## src/rtl/dds_param_scheduler.sv

```systemverilog
`default_nettype none
// ============================================================================
// Module      : dds_param_scheduler
// Description : Timed parameter scheduler for a DDS core. Update requests
//               {time, freq, phase, sync} are queued in a 4-entry FIFO and
//               applied strictly in arrival order when the free-running
//               timestamp reaches each entry's time. Applying an entry
//               loads the active frequency/phase (and optionally the time
//               offset) and raises a one-cycle apply strobe.
//
// Ports       :
//   clk          in   1   system clock
//   resetn       in   1   synchronous active-low reset
//   s_valid      in   1   update request valid
//   s_ready      out  1   request accepted when s_valid && s_ready
//   s_time       in   48  timestamp at which the update takes effect
//   s_freq       in   48  new frequency word
//   s_phase      in   14  new phase word
//   s_sync       in   1   1 = reload time_offset with s_time at apply
//   timestamp    out  48  free-running time counter
//   freq         out  48  active frequency word
//   phase        out  14  active phase word
//   time_offset  out  48  active time offset
//   apply_pulse  out  1   one-cycle strobe per applied update
//   fifo_count   out  3   queued entries, 0..4
//   late_error   out  1   sticky late-update flag
//
// Build option: define DDS_SCHED_LATE_DETECT_EN to enable late-entry
//               detection. When undefined, late_error is tied low and a
//               head whose time has already passed waits for the 48-bit
//               timestamp wrap.
//
// Revision    : 1.0  initial release
// ============================================================================

module dds_param_scheduler (
    input  logic        clk,
    input  logic        resetn,
    input  logic        s_valid,
    output logic        s_ready,
    input  logic [47:0] s_time,
    input  logic [47:0] s_freq,
    input  logic [13:0] s_phase,
    input  logic        s_sync,
    output logic [47:0] timestamp,
    output logic [47:0] freq,
    output logic [13:0] phase,
    output logic [47:0] time_offset,
    output logic        apply_pulse,
    output logic [2:0]  fifo_count,
    output logic        late_error
);

    // ------------------------------------------------------------------------
    // Constants and state encoding
    // ------------------------------------------------------------------------
    localparam logic [2:0]  c_DEPTH    = 3'd4;
    localparam logic [47:0] c_HALF_SPAN = 48'h8000_0000_0000;

    typedef enum logic [1:0] {
        ST_IDLE  = 2'd0,   // FIFO empty
        ST_WAIT  = 2'd1,   // head present, waiting for its time
        ST_APPLY = 2'd2    // head was applied on entry to this state
    } state_t;

    // ------------------------------------------------------------------------
    // Registers
    // ------------------------------------------------------------------------
    state_t      r_state;
    logic [47:0] r_ts;
    logic [47:0] r_freq;
    logic [13:0] r_phase;
    logic [47:0] r_toff;
    logic        r_apply;

    logic [2:0]  r_count;
    logic [1:0]  r_rd_ptr;
    logic [1:0]  r_wr_ptr;
    logic [3:0]  r_armed;

    logic [47:0] r_mem_time  [4];
    logic [47:0] r_mem_freq  [4];
    logic [13:0] r_mem_phase [4];
    logic        r_mem_sync  [4];

    // ------------------------------------------------------------------------
    // Combinational signals
    // ------------------------------------------------------------------------
    logic        w_ready;
    logic        w_push;
    logic        w_pop;
    logic        w_fire;
    logic        w_head_valid;
    logic        w_hit;
    logic        w_head_armed;
    logic [47:0] w_head_time;
    logic [47:0] w_head_freq;
    logic [13:0] w_head_phase;
    logic        w_head_sync;
    logic [1:0]  w_slot_off [4];
    logic [3:0]  w_slot_valid;

    // Ready depends only on the registered count, never on s_valid.
    assign w_ready      = (r_count < c_DEPTH);
    assign w_push       = s_valid && w_ready;

    assign w_head_valid = (r_count != 3'd0);
    assign w_head_time  = r_mem_time[r_rd_ptr];
    assign w_head_freq  = r_mem_freq[r_rd_ptr];
    assign w_head_phase = r_mem_phase[r_rd_ptr];
    assign w_head_sync  = r_mem_sync[r_rd_ptr];
    assign w_hit        = (w_head_time == r_ts);
    assign w_head_armed = r_armed[r_rd_ptr];

    // A queued entry whose time goes by while it is still behind another
    // entry (or while the FSM sits in APPLY) would otherwise miss its exact
    // match and wait a full wrap. Each slot therefore latches an "armed" bit
    // when the timestamp equals its time while the entry is queued, so
    // entries with equal or adjacent times apply back to back. Entries that
    // were already in the past when pushed never arm.
    always_comb begin
        for (int i = 0; i < 4; i++) begin
            w_slot_off[i]   = 2'(i) - r_rd_ptr;
            w_slot_valid[i] = ({1'b0, w_slot_off[i]} < r_count);
        end
    end

`ifdef DDS_SCHED_LATE_DETECT_EN
    // Late detection is evaluated only on the first WAIT cycle of each head.
    logic r_first_wait;
    logic r_late_error;
    logic w_behind;
    logic w_late;

    // Head time lies in the past half of the modular time span.
    assign w_behind   = ((w_head_time - r_ts) >= c_HALF_SPAN);
    assign w_late     = r_first_wait && w_behind && !w_head_armed;
    assign w_fire     = w_head_valid && (w_hit || w_head_armed || w_late);
    assign late_error = r_late_error;
`else
    assign w_fire     = w_head_valid && (w_hit || w_head_armed);
    assign late_error = 1'b0;
`endif

    // The head is popped on the same edge that loads the active parameters.
    assign w_pop = (r_state == ST_WAIT) && w_fire;

    // ------------------------------------------------------------------------
    // Free-running timestamp (wraps naturally at 2^48)
    // ------------------------------------------------------------------------
    always_ff @(posedge clk) begin
        if (!resetn) begin
            r_ts <= 48'd0;
        end else begin
            r_ts <= r_ts + 48'd1;
        end
    end

    // ------------------------------------------------------------------------
    // FIFO storage (contents are don't-care while not counted as valid)
    // ------------------------------------------------------------------------
    always_ff @(posedge clk) begin
        if (w_push) begin
            r_mem_time[r_wr_ptr]  <= s_time;
            r_mem_freq[r_wr_ptr]  <= s_freq;
            r_mem_phase[r_wr_ptr] <= s_phase;
            r_mem_sync[r_wr_ptr]  <= s_sync;
        end
    end

    // ------------------------------------------------------------------------
    // FIFO pointers, occupancy and per-slot armed bits
    // ------------------------------------------------------------------------
    always_ff @(posedge clk) begin
        if (!resetn) begin
            r_count  <= 3'd0;
            r_rd_ptr <= 2'd0;
            r_wr_ptr <= 2'd0;
            r_armed  <= 4'd0;
        end else begin
            if (w_push) begin
                r_wr_ptr <= r_wr_ptr + 2'd1;
            end
            if (w_pop) begin
                r_rd_ptr <= r_rd_ptr + 2'd1;
            end

            // Simultaneous push and pop leaves the count unchanged.
            case ({w_push, w_pop})
                2'b10:   r_count <= r_count + 3'd1;
                2'b01:   r_count <= r_count - 3'd1;
                default: r_count <= r_count;
            endcase

            for (int i = 0; i < 4; i++) begin
                if (w_push && (r_wr_ptr == 2'(i))) begin
                    r_armed[i] <= 1'b0;
                end else if (w_slot_valid[i] && (r_mem_time[i] == r_ts)) begin
                    r_armed[i] <= 1'b1;
                end
            end
        end
    end

    // ------------------------------------------------------------------------
    // Scheduler FSM with registered outputs
    // ------------------------------------------------------------------------
    always_ff @(posedge clk) begin
        if (!resetn) begin
            r_state <= ST_IDLE;
            r_freq  <= 48'd0;
            r_phase <= 14'd0;
            r_toff  <= 48'd0;
            r_apply <= 1'b0;
`ifdef DDS_SCHED_LATE_DETECT_EN
            r_first_wait <= 1'b0;
            r_late_error <= 1'b0;
`endif
        end else begin
            r_apply <= 1'b0;
`ifdef DDS_SCHED_LATE_DETECT_EN
            r_first_wait <= 1'b0;
`endif
            case (r_state)
                ST_IDLE: begin
                    // Leave IDLE on the edge where the FIFO becomes non-empty.
                    if (w_head_valid || w_push) begin
                        r_state <= ST_WAIT;
`ifdef DDS_SCHED_LATE_DETECT_EN
                        r_first_wait <= 1'b1;
`endif
                    end
                end

                ST_WAIT: begin
                    if (w_fire) begin
                        // Parameters become visible in the cycle after the
                        // match, i.e. together with the APPLY state.
                        r_state <= ST_APPLY;
                        r_freq  <= w_head_freq;
                        r_phase <= w_head_phase;
                        r_apply <= 1'b1;
                        if (w_head_sync) begin
                            r_toff <= w_head_time;
                        end
`ifdef DDS_SCHED_LATE_DETECT_EN
                        if (w_late) begin
                            r_late_error <= 1'b1;
                        end
`endif
                    end
                end

                ST_APPLY: begin
                    // r_count already reflects the pop; a push arriving on
                    // this edge also counts as a remaining entry.
                    if (w_head_valid || w_push) begin
                        r_state <= ST_WAIT;
`ifdef DDS_SCHED_LATE_DETECT_EN
                        r_first_wait <= 1'b1;
`endif
                    end else begin
                        r_state <= ST_IDLE;
                    end
                end

                default: begin
                    r_state <= ST_IDLE;
                end
            endcase
        end
    end

    // ------------------------------------------------------------------------
    // Output assignments
    // ------------------------------------------------------------------------
    assign s_ready     = w_ready;
    assign timestamp   = r_ts;
    assign freq        = r_freq;
    assign phase       = r_phase;
    assign time_offset = r_toff;
    assign apply_pulse = r_apply;
    assign fifo_count  = r_count;

endmodule

`default_nettype wire
```

## config.mk

```make
export PLATFORM = sky130hd
export DESIGN_NAME = dds_param_scheduler
export DESIGN_NICKNAME = d
export VERILOG_FILES = /design/src/rtl/dds_param_scheduler.sv
export SDC_FILE = /design/constraint.sdc
export NUM_CORES = 1
export LEC_CHECK = 0
export CORE_MARGIN = 1.5
export CORE_UTILIZATION = 23
export DETAILED_ROUTE_END_ITERATION = 6
export GPL_ROUTABILITY_DRIVEN = 0
export SLEW_MARGIN = 0
export SYNTH_ARGS = -nofsm -noshare
export SYNTH_HDL_FRONTEND = slang
export SYNTH_SLANG_ARGS = --single-unit
export TNS_END_PERCENT = 1
```

## constraint.sdc

```tcl
create_clock -name clk -period 5.8 [get_ports clk]
set_input_delay 1.45 -clock clk [delete_from_list [all_inputs] [get_ports clk]]
set_output_delay 1.45 -clock clk [all_outputs]
set_load 0.03 [all_outputs]
```

Fig. 1: run 1, wire density map
Bar = 100 um. The die is cut into 34 by 34 equal tiles; dark blue is low, red is high, scaled to the fullest tile. Values are wire area over tile area, all layers added.
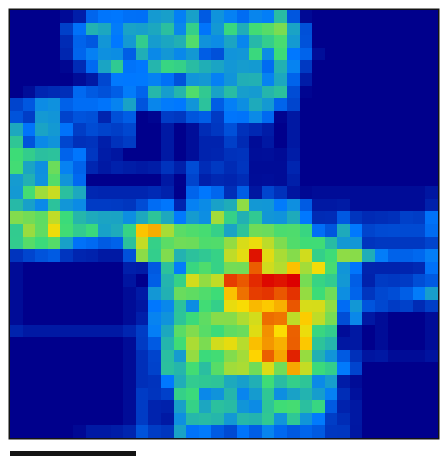
fullest tile: 0.57
tiles over half the peak: 14%
mean over tiles: 0.12
densest ninth of the die: bottom middle
emptiest ninth of the die: top right
nearly empty tiles: 31%
GRT Total Usage: 14.6%
via count: 16500
Post-Route WL: 86000 um
WL/cell: 23.9 um

Fig. 2: run 1, wiring by layer
Bar = 100 um.
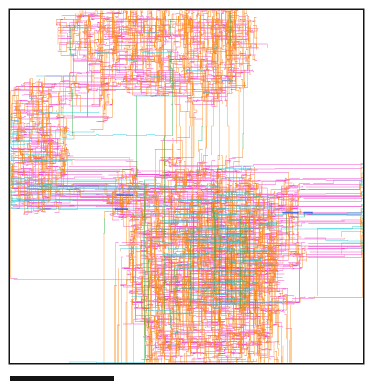
legend:
  blue:
    layer: metal 5
    wire_length: 46.0 um
  magenta:
    layer: metal 1
    wire_length: 36.4 mm
  cyan:
    layer: metal 3
    wire_length: 7230 um
  green:
    layer: metal 4
    wire_length: 2000 um
  orange:
    layer: metal 2
    wire_length: 40.3 mm

Fig. 3: run 1, track usage over the die
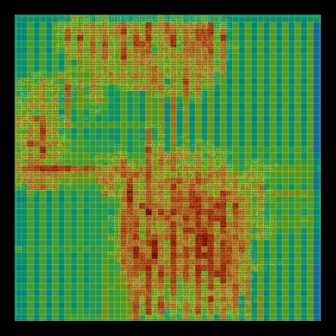
most used routing layer: met2
met1 usage: 19.4%
M3 GR Usage: 3.61%
fin util: 29.4%

==> flow_summary.json, run 1 <==
{
  "status": "complete, no violations",
  "antennaDiodeCount": 2,
  "warnings": 33,
  "clockPowerShare_pct": 46.1,
  "comb.multi_input.count": 1012,
  "place_area_um2": 30500,
  "yosys_area_um2": 26000,
  "post-route-drc-count": 0,
  "core_util_floorplan_pct": 23.2,
  "netSwitchingPower_mw": 2.32,
  "ys_sh_aoi_pct": 4.67,
  "cts_buffer_depth": 3,
  "slew_headroom_pct": 30.0,
  "pwr-share-seq_pct": 48.4,
  "fp_nets": 1913,
  "design_area_um2": 33000,
  "final_antenna_net_count": 0,
  "viasPerCell": 4.58,
  "grt_max_degree": 124,
  "arrival_ps": 5010,
  "dominant_cells": "registers",
  "cp_cell_sequence": "buf_4 -> mux4_2 -> xor2_1 -> nor4_1 -> nand4_1 -> o31a_2 -> nor2_4 -> ha_1 -> inv_1 -> fa_1 -> xor2_1 -> or3_1 -> a21boi_0",
  "worst_ir_drop_vdd_uv": 209,
  "edf_count": 444,
  "r2r-end": "fifo_count[2]$_SDFFE_PN0P_",
  "wl_met3_um": 7230,
  "setup.worst_path.end": "fifo_count[2]$_SDFFE_PN0P_",
  "period_minus_slack_ps": 4470,
  "timing.fmax_ghz": 0.224,
  "layout-area-overhead-vs-synth_pct": 26.9,
  "min_from": "freq[15]$_SDFFE_PN0P_",
  "cts_tree": "built",
  "cts_resized": 0,
  "final_cells": 3596,
  "grt_pass1_vias": 16300,
  "drv_cap": 0,
  "die_h_um": 339,
  "cts_setup_buffers": 0,
  "power.leakage_nw": 10.6,
  "drive_gt1_share_pct": 13.8,
  "start_kind": "register",
  "firstDrtPassIters": 5,
  "dp.cells": 3462
}
## Run 2: what changed since run 1
==> constraint.sdc (replaced) <==
create_clock -name clk -period 4.05 [get_ports clk]
set_input_delay 1.0125 -clock clk [delete_from_list [all_inputs] [get_ports clk]]
set_output_delay 1.0125 -clock clk [all_outputs]
set_load 0.03 [all_outputs]
Fig. 4: run 2, wiring by layer
Bar = 100 um.
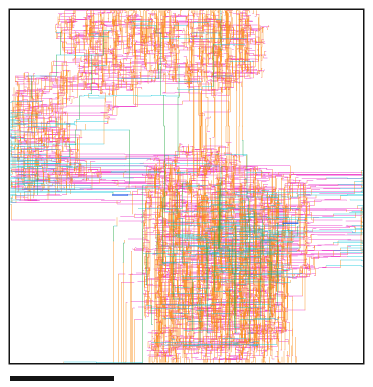
legend:
  orange:
    layer: metal 2
    wire_length: 40.3 mm
  green:
    layer: metal 4
    wire_length: 2440 um
  magenta:
    layer: metal 1
    wire_length: 35.5 mm
  cyan:
    layer: metal 3
    wire_length: 7690 um
  blue:
    layer: metal 5
    wire_length: 27.6 um
Post-Route WL: 86000 um
WL/cell: 23.5 um

Fig. 5: run 2, where the registers sit
Bar = 100 um.
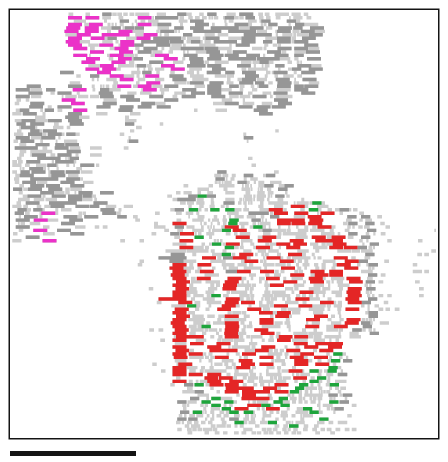
legend:
  magenta:
    signal: `r_mem_phase`
    placed_flops: 56
    where: top left
  green:
    signal: `timestamp`
    placed_flops: 48
  red:
    signal: `r_mem_time`
    placed_flops: 192
not coloured: 322
Seq/total area: 50.2%
FF+latch area: 16800 um2
fin util: 29.8%
flip-flop and latch power: 7.11 mW

==> run 2 against run 1 <==
Net effect:
- critical path type unchanged
- synthesized cell count stayed put
- worst hold slack got worse by 1.5 ps
- first-iteration DRC count grew 7.4%
- fmax increased by 17%
==> flow_summary.json, run 2 <==
{
  "status": "complete, no violations",
  "grtUsageMet1_pct": 19.0,
  "start_kind": "register",
  "edf_count": 444,
  "fp_nets": 1913,
  "min_from": "freq[39]$_SDFFE_PN0P_",
  "netSwitchingPower_mw": 3.23,
  "wl_met3_um": 7690,
  "drv_cap": 0,
  "firstDrtPassIters": 5,
  "slew_headroom_pct": 21.5,
  "grt_max_degree": 82,
  "place_area_um2": 31100,
  "setup.worst_path.end": "fifo_count[2]$_SDFFE_PN0P_",
  "power.leakage_nw": 10.8,
  "die_h_um": 339,
  "cts_buffer_depth": 3,
  "period_minus_slack_ps": 3820,
  "cts_resized": 0,
  "yosys_area_um2": 26000,
  "viasPerCell": 4.54,
  "arrival_ps": 4350,
  "warnings": 31,
  "cts_setup_buffers": 0,
  "design_area_um2": 33500,
  "drive_gt1_share_pct": 16.0
}
## Run 3: what changed since run 2
--- a/config.mk
+++ b/config.mk
@@ -6,9 +6,11 @@
 export NUM_CORES = 1
 export LEC_CHECK = 0
 export CORE_MARGIN = 1.5
-export CORE_UTILIZATION = 23
+export CORE_UTILIZATION = 51
 export DETAILED_ROUTE_END_ITERATION = 6
 export GPL_ROUTABILITY_DRIVEN = 0
+export PLACE_DENSITY = 0.76
+export SKIP_LAST_GASP = 1
 export SLEW_MARGIN = 0
 export SYNTH_ARGS = -nofsm -noshare
 export SYNTH_HDL_FRONTEND = slang
Fig. 6: run 3, track usage over the die
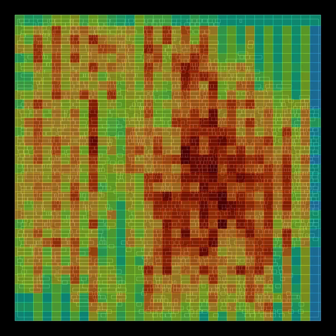
WL/cell: 26.6 um
M3 GR Usage: 6.67%

Fig. 7: run 3, wire density map
Bar = 50 um. The die is cut into 23 by 23 equal tiles; dark blue is low, red is high, scaled to the fullest tile. Values are wire area over tile area, all layers added.
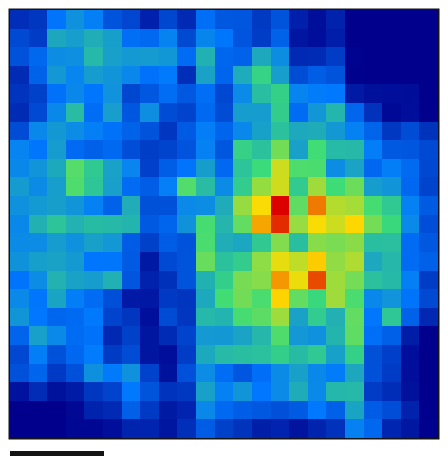
tiles over half the peak: 12%
nearly empty tiles: 7.2%
fullest tile: 0.89
Post-Route WL: 74100 um
GRT Total Usage: 28.2%

==> run 3 against run 2 <==
Net effect:
- non-clock buffer count fell by 22
- largest power group unchanged
- flip-flop count did not move
- final cell count fell by 24%
- die area fell by 55%
- clock power fell by 11%
==> flow_summary.json, run 3 <==
{
  "status": "complete, no violations",
  "netSwitchingPower_mw": 3.05,
  "slew_headroom_pct": 26.6,
  "final_cells": 2789,
  "setup.worst_path.end": "fifo_count[2]$_SDFFE_PN0P_",
  "r2r-end": "fifo_count[2]$_SDFFE_PN0P_",
  "pwr-share-seq_pct": 52.1,
  "fp_nets": 1913,
  "grt_pass1_vias": 17000,
  "drive_gt1_share_pct": 14.8,
  "post-route-drc-count": 0,
  "die_h_um": 229,
  "cts_setup_buffers": 0,
  "cts_resized": 0,
  "edf_count": 444,
  "design_area_um2": 31900,
  "grtUsageMet1_pct": 35.2,
  "power.leakage_nw": 10.6,
  "cts_tree": "built",
  "min_from": "freq[0]$_SDFFE_PN0P_",
  "dominant_cells": "registers",
  "timing.fmax_ghz": 0.257
}

==> layout pictures side by side <==
Cell classes on the final placement.
Plate I
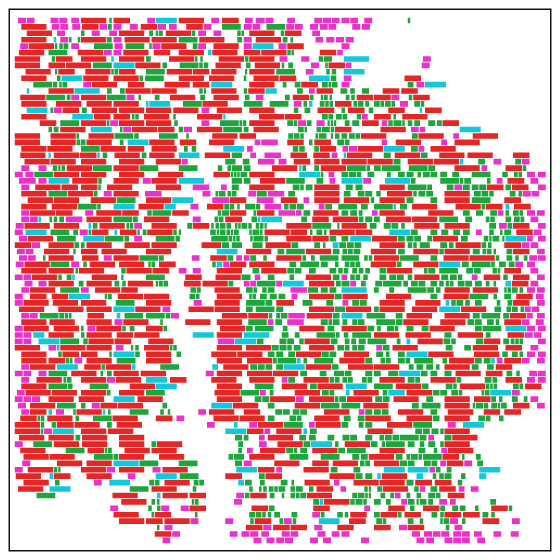
Plate II
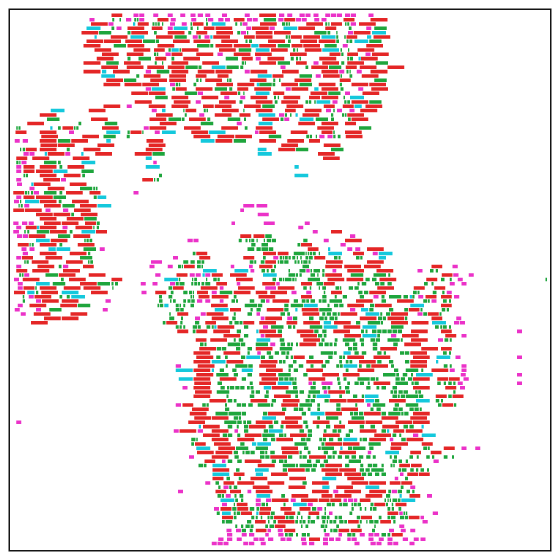
The one with the highest utilization is Plate I.
The one with the most cells is Plate II.
For run 3, see Plate I.
For run 1, see Plate II.

Power and IR drop assume default switching activity.
